--- src/rtl/change_dispenser.sv ---
// change_dispenser: greedy coin-change payout FSM with a timed request/ack handshake to a coin hopper.
// Build option: define CHANGE_50_EN to enable the 50-unit denomination.
module change_dispenser #(
    parameter int ACK_TIMEOUT = 16
) (
    input  logic       clk,
    input  logic       reset,
    input  logic       start,
    input  logic [9:0] amount,
    input  logic       coin_ack,
    input  logic [3:0] hopper_empty,
    output logic       coin_req,
    output logic [1:0] coin_type,
    output logic       busy,
    output logic       done,
    output logic       error,
    output logic [9:0] remaining,
    output logic [7:0] total_coins
);
    localparam logic [2:0] IDLE   = 3'd0;
    localparam logic [2:0] SELECT = 3'd1;
    localparam logic [2:0] REQ    = 3'd2;
    localparam logic [2:0] DONE   = 3'd3;
    localparam logic [2:0] ERR    = 3'd4;
    localparam int CW = $clog2(ACK_TIMEOUT + 1);
    localparam logic [CW-1:0] LAST = CW'(ACK_TIMEOUT - 1);

    logic [2:0]    state;
    logic [CW-1:0] wait_cnt;
    logic          use_50, use_10, use_5, use_1;
    logic [1:0]    pick;
    logic [9:0]    coin_value;

`ifdef CHANGE_50_EN
    assign use_50 = !hopper_empty[3] && remaining >= 10'd50;
`else
    assign use_50 = 1'b0 && hopper_empty[3];
`endif
    assign use_10 = !hopper_empty[2] && remaining >= 10'd10;
    assign use_5  = !hopper_empty[1] && remaining >= 10'd5;
    assign use_1  = !hopper_empty[0] && remaining != 10'd0;
    assign pick   = use_50 ? 2'd3 : use_10 ? 2'd2 : use_5 ? 2'd1 : 2'd0;

    assign coin_value = coin_type == 2'd3 ? 10'd50 : coin_type == 2'd2 ? 10'd10 :
                        coin_type == 2'd1 ? 10'd5 : 10'd1;

    assign coin_req = state == REQ;
    assign busy     = state == SELECT || state == REQ;
    assign done     = state == DONE;
    assign error    = state == ERR;

    // Payout sequencing: latch on start, pick a coin, wait for the hopper ack or time out.
    always_ff @(posedge clk or posedge reset) begin
        if (reset) begin
            state       <= IDLE;
            coin_type   <= 2'd0;
            remaining   <= 10'd0;
            total_coins <= 8'd0;
            wait_cnt    <= '0;
        end else begin
            case (state)
                IDLE, ERR: if (start) begin
                    state       <= SELECT;
                    remaining   <= amount;
                    total_coins <= 8'd0;
                end
                SELECT: begin
                    wait_cnt  <= '0;
                    coin_type <= pick;
                    state     <= remaining == 10'd0 ? DONE :
                                 (use_50 || use_10 || use_5 || use_1) ? REQ : ERR;
                end
                REQ: if (coin_ack) begin
                    remaining   <= remaining - coin_value;
                    total_coins <= total_coins + {7'd0, total_coins != 8'hFF};
                    state       <= SELECT;
                end else if (wait_cnt == LAST) begin
                    state <= ERR;
                end else begin
                    wait_cnt <= wait_cnt + 1'b1;
                end
                default: state <= IDLE;
            endcase
        end
    end
endmodule
--- config.mk ---
export PLATFORM = sky130hd
export DESIGN_NAME = change_dispenser
export DESIGN_NICKNAME = d
export VERILOG_FILES = /design/src/rtl/change_dispenser.sv
export SDC_FILE = /design/constraint.sdc
export NUM_CORES = 1
export LEC_CHECK = 0
export CORE_ASPECT_RATIO = 0.7
export CORE_MARGIN = 3
export CORE_UTILIZATION = 35
export CTS_CLUSTER_DIAMETER = 50
export DETAILED_ROUTE_END_ITERATION = 8
export GPL_TIMING_DRIVEN = 0
export HOLD_SLACK_MARGIN = 0.08
export PLACE_DENSITY = 0.58
export SLEW_MARGIN = 20
export SYNTH_ARGS = -nofsm -noshare
export SYNTH_HDL_FRONTEND = slang
export SYNTH_SLANG_ARGS = --single-unit
--- constraint.sdc ---
create_clock -name clk -period 3.6 [get_ports clk]
set_input_delay 0.72 -clock clk [delete_from_list [all_inputs] [get_ports clk]]
set_output_delay 0.72 -clock clk [all_outputs]
set_load 0.01 [all_outputs]
==> run_1/port_trees.png <==
(3 px per µm)
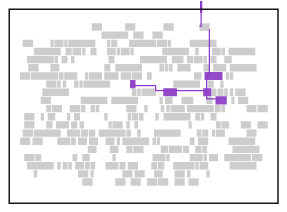
[purple] coin_ack | direction: input | end cells: 5 | buffers: 1 | wire: 62.2 µm
Ports: 42
PortBufs: 40

==> run_1/layers.png <==
(6 px per µm) Only two layers are drawn.
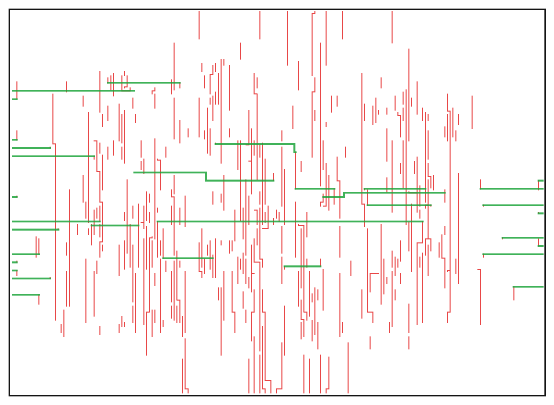
[red] M2 | wire length: 1710 µm
[green] M3 | wire length: 290 µm
Via Count: 1509
Detailed Route WL: 4390 µm

==> run_1/placed.png <==
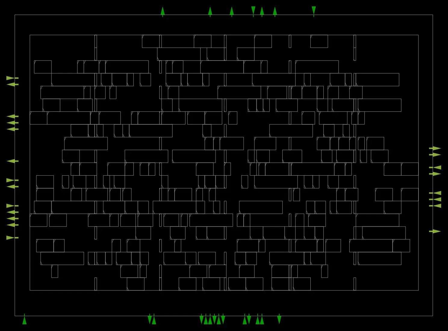
CORE AREA: 4500 µm²
Seq cells: 28
Tap Cells: 55
fraction of area in registers: 0.318

==> run_1/pinout.png <==
(6 px per µm) Pins as bars across the die edge, other pins in gray.
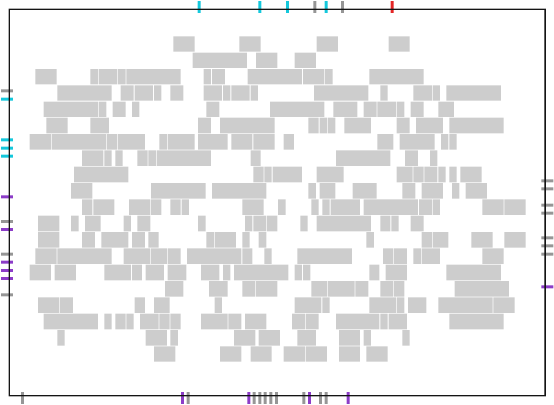
[cyan] total_coins | pins: 8 | direction: output | edge: 4 left, 4 top
[purple] remaining | pins: 10 | direction: output | edge: 5 left, 4 bottom, 1 right
[red] coin_ack | pins: 1 | direction: input | edge: top
all pins by edge: 14 bottom, 13 left, 8 right, 7 top
Die Y: 64.1 µm
Die Span X: 89.1 µm

==> run summary, run 1 <==
run metrics: outcome complete, no violations, Post-CTS Hold Fix Bufs 0, switching share of power 0.437, P_sw about 0.74 mW, vias in the first global route roughly 1500, DRC viols 0, Reg power frac 0.328, Final Skew about 0.0034 ns, clk ins delay skew pair between 0.2 and 0.3 ns, Synth Instances around 180, arrival time worst endpoint roughly 2 ns, Synth Register Bits 28, post-synth top area cell dfrtp_1, FFs w/ async S/R, synth 1.00, minimum clock period ~2.7 ns, ys cells 183, grt total ovfl 0, commonest non-fill, non-tap cell in the layout clkdlybuf4s50_1, CTS Buffer Depth 2, max_cap viols 0, TritonCTS clock tree yes, biggest area cells dfrtp_1, ha_1, nor2_1, antenna violations before repair 0, Clk pwr share 0.103, root buffer cell clkbuf_8, placed cells 278, RSZ-0062 raised after global routing false, Pint approximately 0.95 mW, Peak Freq approximately 370 MHz, clk sinks 28, most frequent cells in the layout clkdlybuf4s50_1, dfrtp_1, nor2_1, nand2_1, ha_1, FP Util 0.375, worst slew pin tran roughly 0.67 ns, routed len/inst between 15 and 20 µm, Post-Syn Area 1690 µm², part of the power in combinational logic 0.569, Log Warnings 27, fin cells 281, Avg Cell Area, Syn ~9.2 µm², hpwl dp ~3300 µm, R2R Setup Slk 1.32 ns, fill cell count about 440, CP Capture Type primary output, gr usage total 0.166, Crit Path Max Fanout 7, DP Area about 2200 µm², Synth warnings 0, DIE AREA 5710 µm², worst setup margin a little over 0.9 ns, post-place setup slack between 1 and 1.5 ns, gpl congestion roughly 0.76, final setup fails 0, TNS Setup 0 ns, Commonest flop dfrtp_1, drt pass-1 iters 4
run 1: final timing paths:
kind | start | endpoint | cells past startpoint
setup / recovery | state[0] | busy | 4
hold / removal | wait_cnt[4] | wait_cnt[4] | 2
setup reg to reg | coin_type[1] | remaining[8] | 8
hold reg to reg | wait_cnt[4] | wait_cnt[4] | 2
max in group asynchronous | reset | total_coins[2] | 2
min in group asynchronous | reset | wait_cnt[3] | 2
run 1: cells by family after synthesis:
logic type	Yosys count	share of synthesized area
multiplexers	2	0.0126
AND/OR/NAND/NOR	83	0.253
adder cells (fa/ha/maj)	11	0.0859
AND-OR/OR-AND	37	0.154
buffers and inverters	12	0.0281
flip-flops	28	0.415
XOR/XNOR	10	0.0518
run 1: cell usage after synthesis (2+ instances only):
cell / instances
xnor2_1: 2
nor2_1: 24
clkbuf_1: 2
nor3_1: 3
dfrtp_1: 28
inv_1: 8
a21oi_1: 4
nor4_1: 2
xor2_1: 8
o22ai_1: 4
nand4_1: 5
nand2_1: 22
ha_1: 10
nor2b_1: 2
nand3_1: 5
nand2b_1: 3
a221oi_1: 3
buf_2: 2
o21a_1: 2
and3_1: 6
o21ai_0: 9
run 1: layer usage:
layer	routed length, µm	track usage	part of all wire
met5	0	0	0
met2	1710	0.223	0.39
met4	13	0.0223	0.0030
met3	289	0.0412	0.066
met1	2370	0.268	0.54
run 1: through the flow:
stage / hold slack (ns) / power (mW)
after detailed placement: 0.481 / 1.51
after global routing: 0.528 / 1.84
after global placement: 0.471 / 1.50
final: 0.501 / 1.68
after floorplan: 0.449 / 1.13
after CTS: 0.504 / 1.69
run 1: critical path: stages, from the launching register on:
cell             delay [ns]
dfrtp_1                0.48
inv_1                  0.11
or3_1                  0.45
nand2_1                0.10
clkdlybuf4s50_1        0.53
run 1: state kept, by name (all words and copies together), names as in the netlist:
register and flops:
state 3, wait_cnt 5, total_coins 8, coin_type 2, remaining 10
run 1: layout make-up:
| type | count | area [µm²] | share of cell area |
|---|---|---|---|
| Clock buffer | 3 | 41.3 | 0.0188 |
| Timing Repair Buffer | 40 | 400 | 0.182 |
| Sequential cell | 28 | 701 | 0.318 |
| Buffer | 4 | 17.5 | 0.00796 |
| Inverter | 8 | 30.0 | 0.0136 |
| Multi-Input combinational cell | 143 | 942 | 0.428 |
| Tap cell | 55 | 68.8 | 0.0313 |
run 1: power by group through the flow:
stage,Combinational [mW],Clock (mW),Sequential [mW]
finish,0.956,0.173,0.552
global route,1.08,0.191,0.569
CTS,0.961,0.179,0.550
detailed placement,0.951,0,0.555
global placement,0.946,0,0.555
floorplan,0.578,0,0.554
--- run 2 (diff from run 1) ---
clock period = 2.7 ns   (was 3.6 ns; I/O delays follow)
==> run_2/port_trees.png <==
(3 px per µm)
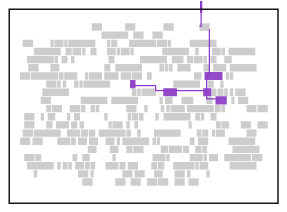
[purple] coin_ack | direction: input | end cells: 5 | buffers: 1 | wire: 62.2 µm

==> run_2/sizing.png <==
(6 px per µm)
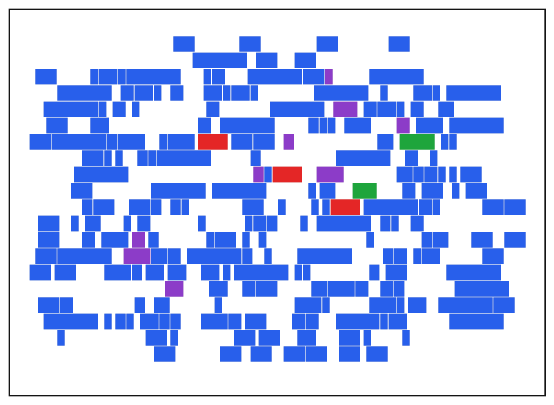
[red] x6 and larger | cells: 3
[green] x3 and x4 | cells: 2
[blue] x1 and smaller | cells: 212
[purple] x2 | cells: 9
Finished Cell Area: 2200 µm²
worst setup margin: 0.210 ns

==> run summary, run 2 <==
run metrics: most frequent cells in the layout clkdlybuf4s50_1, dfrtp_1, nor2_1, nand2_1, ha_1, RSZ-0062 raised after global routing false, Post-Syn Area between 1500 and 2000 µm², CP Capture Type primary output, Synth Register Bits 28, ant diodes 0, clk ins delay skew pair 0.27 ns, R2R Setup Slk roughly 0.42 ns, Post-CTS Hold Fix Bufs 0, DIE AREA 5710 µm², CORE AREA between 4000 and 5000 µm², met1 GRT Util 0.268, worst r2r src coin_type[1], gpl congestion between 0.7 and 0.8, Area growth, synth to finish 30.2%, vias in the first global route 1452, FP Util 0.375, HP Start wait_cnt[4], drt pass-1 iters 4, root buffer cell clkbuf_8, max reg flops 10, TritonCTS clock tree yes, routed len/inst ~16 µm, fill cell count ~440, Reg with most FFs remaining, P_sw just under 1 mW, Avg Cell Area, Syn about 9.2 µm², antenna violations before repair 0, biggest regs remaining: 10 flops, total_coins: 8 flops, wait_cnt: 5 flops, Ports about 42, Synth warnings 0, Log Warnings 27, Final Skew between 0.003 and 0.004 ns, Die Span X between 80 and 90 µm, gr busiest metal met1, CTS Buffer Depth 2, PortBufs about 40, final setup fails 0, arrival time worst endpoint 1.95 ns, std cell rows 20, Commonest flop dfrtp_1, commonest non-fill, non-tap cell in the layout clkdlybuf4s50_1, ys cells ~180, Peak Freq around 400 MHz, part of the power in combinational logic 0.569, worst slew pin tran around 0.67 ns, Hold WS 0.501 ns, Via Count between 1500 and 2000, clk sinks 28, met3 Track Usage GR 0.0412, biggest area cells dfrtp_1, ha_1, nor2_1, count leader, synth dfrtp_1, hpwl dp 3320 µm, gr usage total 0.166, Crit Path Max Fanout 7, outcome complete, no violations, TritonCTS Buffers 3, Reg power frac 0.328, switching share of power 0.437, post-synth top area cell dfrtp_1, grt total ovfl 0, top cells by count, synth dfrtp_1, nor2_1, nand2_1, ha_1, o21ai_0, max_cap viols 0, Synth Instances between 150 and 200, minimum clock period approximately 2.5 ns, FFs w/ async S/R, synth 1.00, Die Y between 60 and 70 µm, crit path from state[0], TNS Setup 0 ns, Clk pwr share 0.103, Pint around 1.3 mW
==> run 2: cell counts after synthesis <==
No cell type changed its count.
==> run 2: kinds of logic after synthesis <==
kind of cell	after synthesis	synth area share
AND/OR/NAND/NOR	83	0.253
AND-OR/OR-AND	37	0.154
flip-flops	28	0.415
buffers and inverters	12	0.0281
adder cells (fa/ha/maj)	11	0.0859
XOR/XNOR	10	0.0518
multiplexers	2	0.0126
==> run 2: power by group through the flow <==
stage	sequential [mW]	clock, mW	combinational (mW)
2_1_floorplan	0.739	0	0.770
5_1_grt	0.758	0.255	1.43
3_5_place_dp	0.740	0	1.27
6_report	0.736	0.231	1.27
3_3_place_gp	0.740	0	1.26
4_1_cts	0.733	0.239	1.28
==> run 2: routing by layer <==
layer,wire (µm),vias to the layer above
met5,0,-
met4,13,0
met3,289,2
met2,1710,42
met1,2370,709
li1,-,756
==> run 2: final cells by class <==
class / count / area [µm²] / area share
inverter: 8 / 30.0 / 0.0136
sequential: 28 / 701 / 0.318
buffer: 4 / 17.5 / 0.00796
clock buffer: 3 / 41.3 / 0.0188
tap: 55 / 68.8 / 0.0313
multi-input combinational: 143 / 942 / 0.428
timing repair buffer: 40 / 400 / 0.182
==> run 2: worst max-delay path: stages (launching register included) <==
cell             delay, ns
dfrtp_1               0.48
inv_1                 0.11
or3_1                 0.45
nand2_1               0.10
clkdlybuf4s50_1       0.53
==> run 2: final timing paths <==
path                                  endpoint  cells after the start
worst min-delay path               wait_cnt[4]                      2
worst max-delay path                      busy                      4
worst max register to register    remaining[8]                      8
worst min register to register     wait_cnt[4]                      2
min in group asynchronous          wait_cnt[3]                      2
max in group asynchronous       total_coins[2]                      2
==> run 2: metrics by stage <==
step	utilization	total power, mW	cells	instance area [µm²]	setup slack (ns)
after floorplan	-	1.51	183	1690	0.650
after global placement	0.479	2.00	278	2160	0.387
after detailed placement	0.479	2.01	278	2160	0.418
after CTS	0.489	2.25	281	2200	0.197
after global routing	0.489	2.45	281	2200	0.119
final	0.489	2.24	281	2200	0.210
Power figures rest on the tool's default switching activity, not on a simulated workload.
